$ cat config.mk
export PLATFORM = sky130hd
export DESIGN_NAME = bd_horn_encoder
export DESIGN_NICKNAME = d
export VERILOG_FILES = /design/src/rtl/bd_horn_pkg.sv /design/src/rtl/bd_horn_chunk_format.sv /design/src/rtl/bd_horn_encoder.sv
export SDC_FILE = /design/constraint.sdc
export NUM_CORES = 1
export LEC_CHECK = 0
export CORE_AREA = 2 2 164 166
export CTS_CLUSTER_SIZE = 10
export DETAILED_ROUTE_END_ITERATION = 10
export DIE_AREA = 0 0 166 168
export SYNTH_ARGS = -nofsm -noshare
export SYNTH_HDL_FRONTEND = slang
export SYNTH_HIERARCHICAL = 1
export SYNTH_SLANG_ARGS = --single-unit
$ cat constraint.sdc
create_clock -name clk -period 5.9 [get_ports clk]
set_clock_uncertainty 0.05 [all_clocks]
set_input_delay 1.18 -clock clk [delete_from_list [all_inputs] [get_ports clk]]
set_output_delay 1.18 -clock clk [all_outputs]
set_load 0.005 [all_outputs]
$ cat src/rtl/bd_horn_pkg.sv
// bd_horn_pkg: shared constants and the leaf table for the Braindrop
// input-horn encoder.
//   NBDin / Npayload / Ncode  - BD word, payload and leaf-code widths
//   leaf_e                    - leaf codes 0..7 (8..15 are invalid)
//   route_bits/route_len      - route prefix (right-justified) and its length
//   chunk_width/chunk_count   - serialization geometry per leaf
// Invalid codes carry zero route length and zero chunk count.
package bd_horn_pkg;

    localparam int NBDin    = 21;
    localparam int Npayload = 48;
    localparam int Ncode    = 4;
    localparam int NLeaf    = 1 << Ncode;

    typedef enum logic [Ncode-1:0] {
        LEAF_RI              = 4'd0,
        LEAF_PROG_AMMM       = 4'd1,
        LEAF_PROG_PAT        = 4'd2,
        LEAF_PROG_TAT0       = 4'd3,
        LEAF_PROG_TAT1       = 4'd4,
        LEAF_NEURON_CONFIG   = 4'd5,
        LEAF_DELAY0          = 4'd6,
        LEAF_TOGGLE_PRE_FIFO = 4'd7
    } leaf_e;

    typedef enum logic [0:0] {
        ST_IDLE = 1'b0,
        ST_SEND = 1'b1
    } state_e;

    localparam logic [4:0] route_bits [NLeaf] = '{
        5'b00000, 5'b01000, 5'b01001, 5'b10100,
        5'b10101, 5'b01011, 5'b00110, 5'b00111,
        5'b00000, 5'b00000, 5'b00000, 5'b00000,
        5'b00000, 5'b00000, 5'b00000, 5'b00000
    };

    localparam int unsigned route_len [NLeaf] = '{
        1, 4, 4, 5, 5, 4, 3, 3,
        0, 0, 0, 0, 0, 0, 0, 0
    };

    localparam int unsigned chunk_width [NLeaf] = '{
        20, 16, 16, 16, 16, 12, 8, 2,
        0, 0, 0, 0, 0, 0, 0, 0
    };

    localparam int unsigned chunk_count [NLeaf] = '{
        1, 3, 2, 2, 2, 1, 1, 1,
        0, 0, 0, 0, 0, 0, 0, 0
    };

    function automatic logic is_valid_code(input logic [Ncode-1:0] code);
        return chunk_count[code] != 0;
    endfunction

endpackage

$ cat src/rtl/bd_horn_chunk_format.sv
// bd_horn_chunk_format: combinational formatter for one BD input word.
//   code      in  leaf code (valid codes only produce meaningful words)
//   chunk_idx in  index of the chunk to extract from the payload
//   payload   in  right-justified leaf payload
//   word      out route prefix in the MSBs, chunk in the LSBs, zeros between
module bd_horn_chunk_format
    import bd_horn_pkg::*;
(
    input  logic [Ncode-1:0]    code,
    input  logic [1:0]          chunk_idx,
    input  logic [Npayload-1:0] payload,
    output logic [NBDin-1:0]    word
);

    int unsigned          len;
    int unsigned          width;
    logic [NBDin-1:0]     route_w;
    logic [NBDin-1:0]     mask;
    logic [NBDin-1:0]     ones;
    logic [Npayload-1:0]  shifted;

    always_comb begin
        len     = route_len[code];
        width   = chunk_width[code];
        ones    = '1;
        // Route is stored right-justified; left-justify it into the MSBs.
        route_w = NBDin'(route_bits[code]) << (NBDin - len);
        shifted = payload >> (int'(chunk_idx) * width);
        mask    = ~(ones << width);
        word    = route_w | (shifted[NBDin-1:0] & mask);
    end

endmodule

$ cat src/rtl/bd_horn_encoder.sv
// bd_horn_encoder: serializes decoded (leaf code, payload) words into
// Braindrop input-horn words.
//   clk, reset     clock and synchronous active-low reset
//   in_leaf_code   leaf code of the offered word
//   in_payload     right-justified payload
//   in_v / in_a    input valid/ack handshake
//   out_d          BD word (registered)
//   out_v / out_a  output valid/ack handshake (out_v registered)
//   err_invalid    one-cycle pulse after an invalid code is consumed
module bd_horn_encoder #(
    parameter int NBDin    = 21,
    parameter int Npayload = 48,
    parameter int Ncode    = 4
) (
    input  logic                clk,
    input  logic                reset,
    input  logic [Ncode-1:0]    in_leaf_code,
    input  logic [Npayload-1:0] in_payload,
    input  logic                in_v,
    output logic                in_a,
    output logic [NBDin-1:0]    out_d,
    output logic                out_v,
    input  logic                out_a,
    output logic                err_invalid
);

    import bd_horn_pkg::*;

    state_e              state_q, state_d;
    logic [Ncode-1:0]    code_q, code_d;
    logic [Npayload-1:0] payload_q, payload_d;
    logic [1:0]          cnt_q, cnt_d;
    logic                out_v_q, out_v_d;
    logic [NBDin-1:0]    out_d_q, out_d_d;
    logic                err_q, err_d;
    logic                in_a_c;
    logic                last;
    logic [NBDin-1:0]    fmt_word;

    always_comb begin
        state_d   = state_q;
        code_d    = code_q;
        payload_d = payload_q;
        cnt_d     = cnt_q;
        err_d     = 1'b0;
        in_a_c    = 1'b0;
        last      = (cnt_q == 2'(chunk_count[code_q] - 1));

        // in_a is gated by reset so nothing is accepted while reset is held.
        case (state_q)
            ST_IDLE: in_a_c = reset;
            ST_SEND: in_a_c = reset && out_a && last;
            default: in_a_c = 1'b0;
        endcase

        if (state_q == ST_SEND && out_a) begin
            if (!last) begin
                cnt_d = cnt_q + 2'd1;
            end else begin
                state_d = ST_IDLE;
            end
        end

        // A new word accepted on the last-chunk handshake overrides the
        // return to IDLE, giving bubble-free back-to-back transfer.
        if (in_v && in_a_c) begin
            if (is_valid_code(in_leaf_code)) begin
                state_d   = ST_SEND;
                code_d    = in_leaf_code;
                payload_d = in_payload;
                cnt_d     = '0;
            end else begin
                err_d = 1'b1;
            end
        end

        // Outputs are formatted from next-state values so they come straight
        // from flops; during a stall the inputs to the formatter are unchanged.
        out_v_d = (state_d == ST_SEND);
        out_d_d = out_v_d ? fmt_word : '0;
    end

    bd_horn_chunk_format u_fmt (
        .code      (code_d),
        .chunk_idx (cnt_d),
        .payload   (payload_d),
        .word      (fmt_word)
    );

    always_ff @(posedge clk) begin
        if (!reset) begin
            state_q   <= ST_IDLE;
            code_q    <= '0;
            payload_q <= '0;
            cnt_q     <= '0;
            out_v_q   <= 1'b0;
            out_d_q   <= '0;
            err_q     <= 1'b0;
        end else begin
            state_q   <= state_d;
            code_q    <= code_d;
            payload_q <= payload_d;
            cnt_q     <= cnt_d;
            out_v_q   <= out_v_d;
            out_d_q   <= out_d_d;
            err_q     <= err_d;
        end
    end

    assign in_a        = in_a_c;
    assign out_v       = out_v_q;
    assign out_d       = out_d_q;
    assign err_invalid = err_q;

endmodule

### Zoomed window

Window x 70 to 95, y 72 to 97 microns. Cells in grey, sequential cells in the stronger grey; small squares are vias.
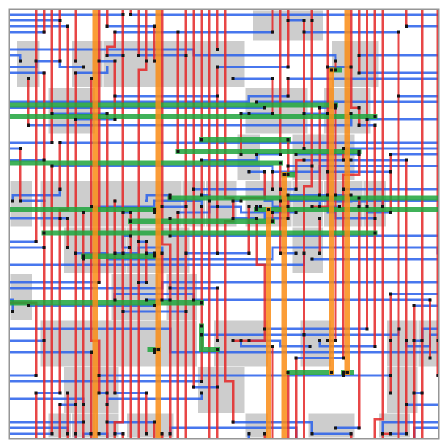
metal 3 -> green
metal 2 -> red
metal 1 -> blue
metal 4 -> orange
most frequent = nand2_1 (7)
sequential cells in the window = 0
cells with their middle in the window = 37

### Placement density heat map

Drawn at 1.5 px/micron. 17 x 17 tiles, from black (low) to pale yellow (high), 0 to 100% covered.
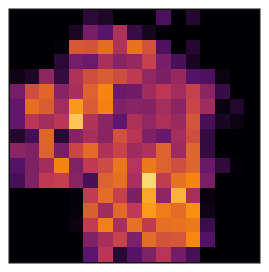
emptiest ninth of the die = top right
mean over tiles = 28%
densest ninth of the die = bottom middle
nearly empty tiles = 34%
fullest tile = 92%

### Placed cells, one colour a class

Drawn at 2 px/micron. Fill, decap, tap and diode cells in grey.
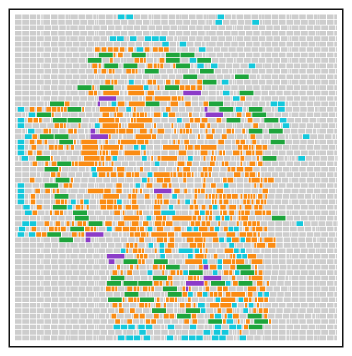
clock drivers and dummy loads -> purple  # cells 16, share of their area 3.4%
remaining buffers and delay cells -> cyan  # cells 154, share of their area 18%
combinational and other logic -> orange  # cells 638, share of their area 59%
sequential cells -> green  # cells 77, share of their area 20%
Row Count: 60
cell area after layout: 0.00826 sq mm
post-route core utilization: 31.4%
core area: 0.0264 sq mm
flop share of the area: 18.7%

[cells in the final DEF (no fill, tap or decap), types with 12 or more instances in the layout]
master,synthesis,routed
inv_1,63,63
mux2i_1,41,41
nor3b_1,21,21
o211ai_1,60,60
dfxtp_1,77,77
nand3_1,17,17
nand2_1,68,68
nor2_1,32,32
o31ai_1,53,53
o21ai_0,65,63
a21oi_1,20,20
and2_1,12,12
mux4_2,29,29
buf_4,11,73
clkdlybuf4s50_1,0,79
[worst min path at each step]
stage | end | slack, ns | depth (start not counted)
final | payload_q[14] | 0.41 | 2
after global placement | payload_q[20] | 0.40 | 2
after global routing | payload_q[24] | 0.43 | 2
after detailed placement | payload_q[25] | 0.40 | 2
after CTS | payload_q[7] | 0.41 | 2
after floorplan | payload_q[0] | 0.39 | 2
==> deck_impl_summary.md <==
Run Summary

Yosys
  – YS chip area: ~0.0065 sq mm
  – Synth Flop Type: dfxtp_1
  – Adder Area Share: roughly 2.4%
  – Post-Syn Area per Cell: 8.19 sq um
  – Area share, top type: 23.9%

GRT
  – First-pass GRT wire length: around 35 mm
  – Met1 usage: around a fifth

Clocking
  – Num CTS Buffers: 9
  – Clock buffer depth: 2

Critical path
  – Top cell by count, worst path: buf_4
  – CP Max Fanout: 14
  – FF-to-FF End: out_d[12]

Timing
  – Max-slew violation count: 0
  – FMAX: 181 MHz

Status
  – Status: completed

Cells and area
  – Max reg flops: roughly 48
  – Seq Cell Count: 77

Floorplanning
  – Tapcell count: about 340
  – Die height: 168 microns

Routing
  – Wire length on met3: approximately 1.2 mm

Power and ir drop
  – Switching component of the power: 529 uW
  – Sequential share of power: around a third
No activity file was given, so power comes from the tool's default toggle rates.
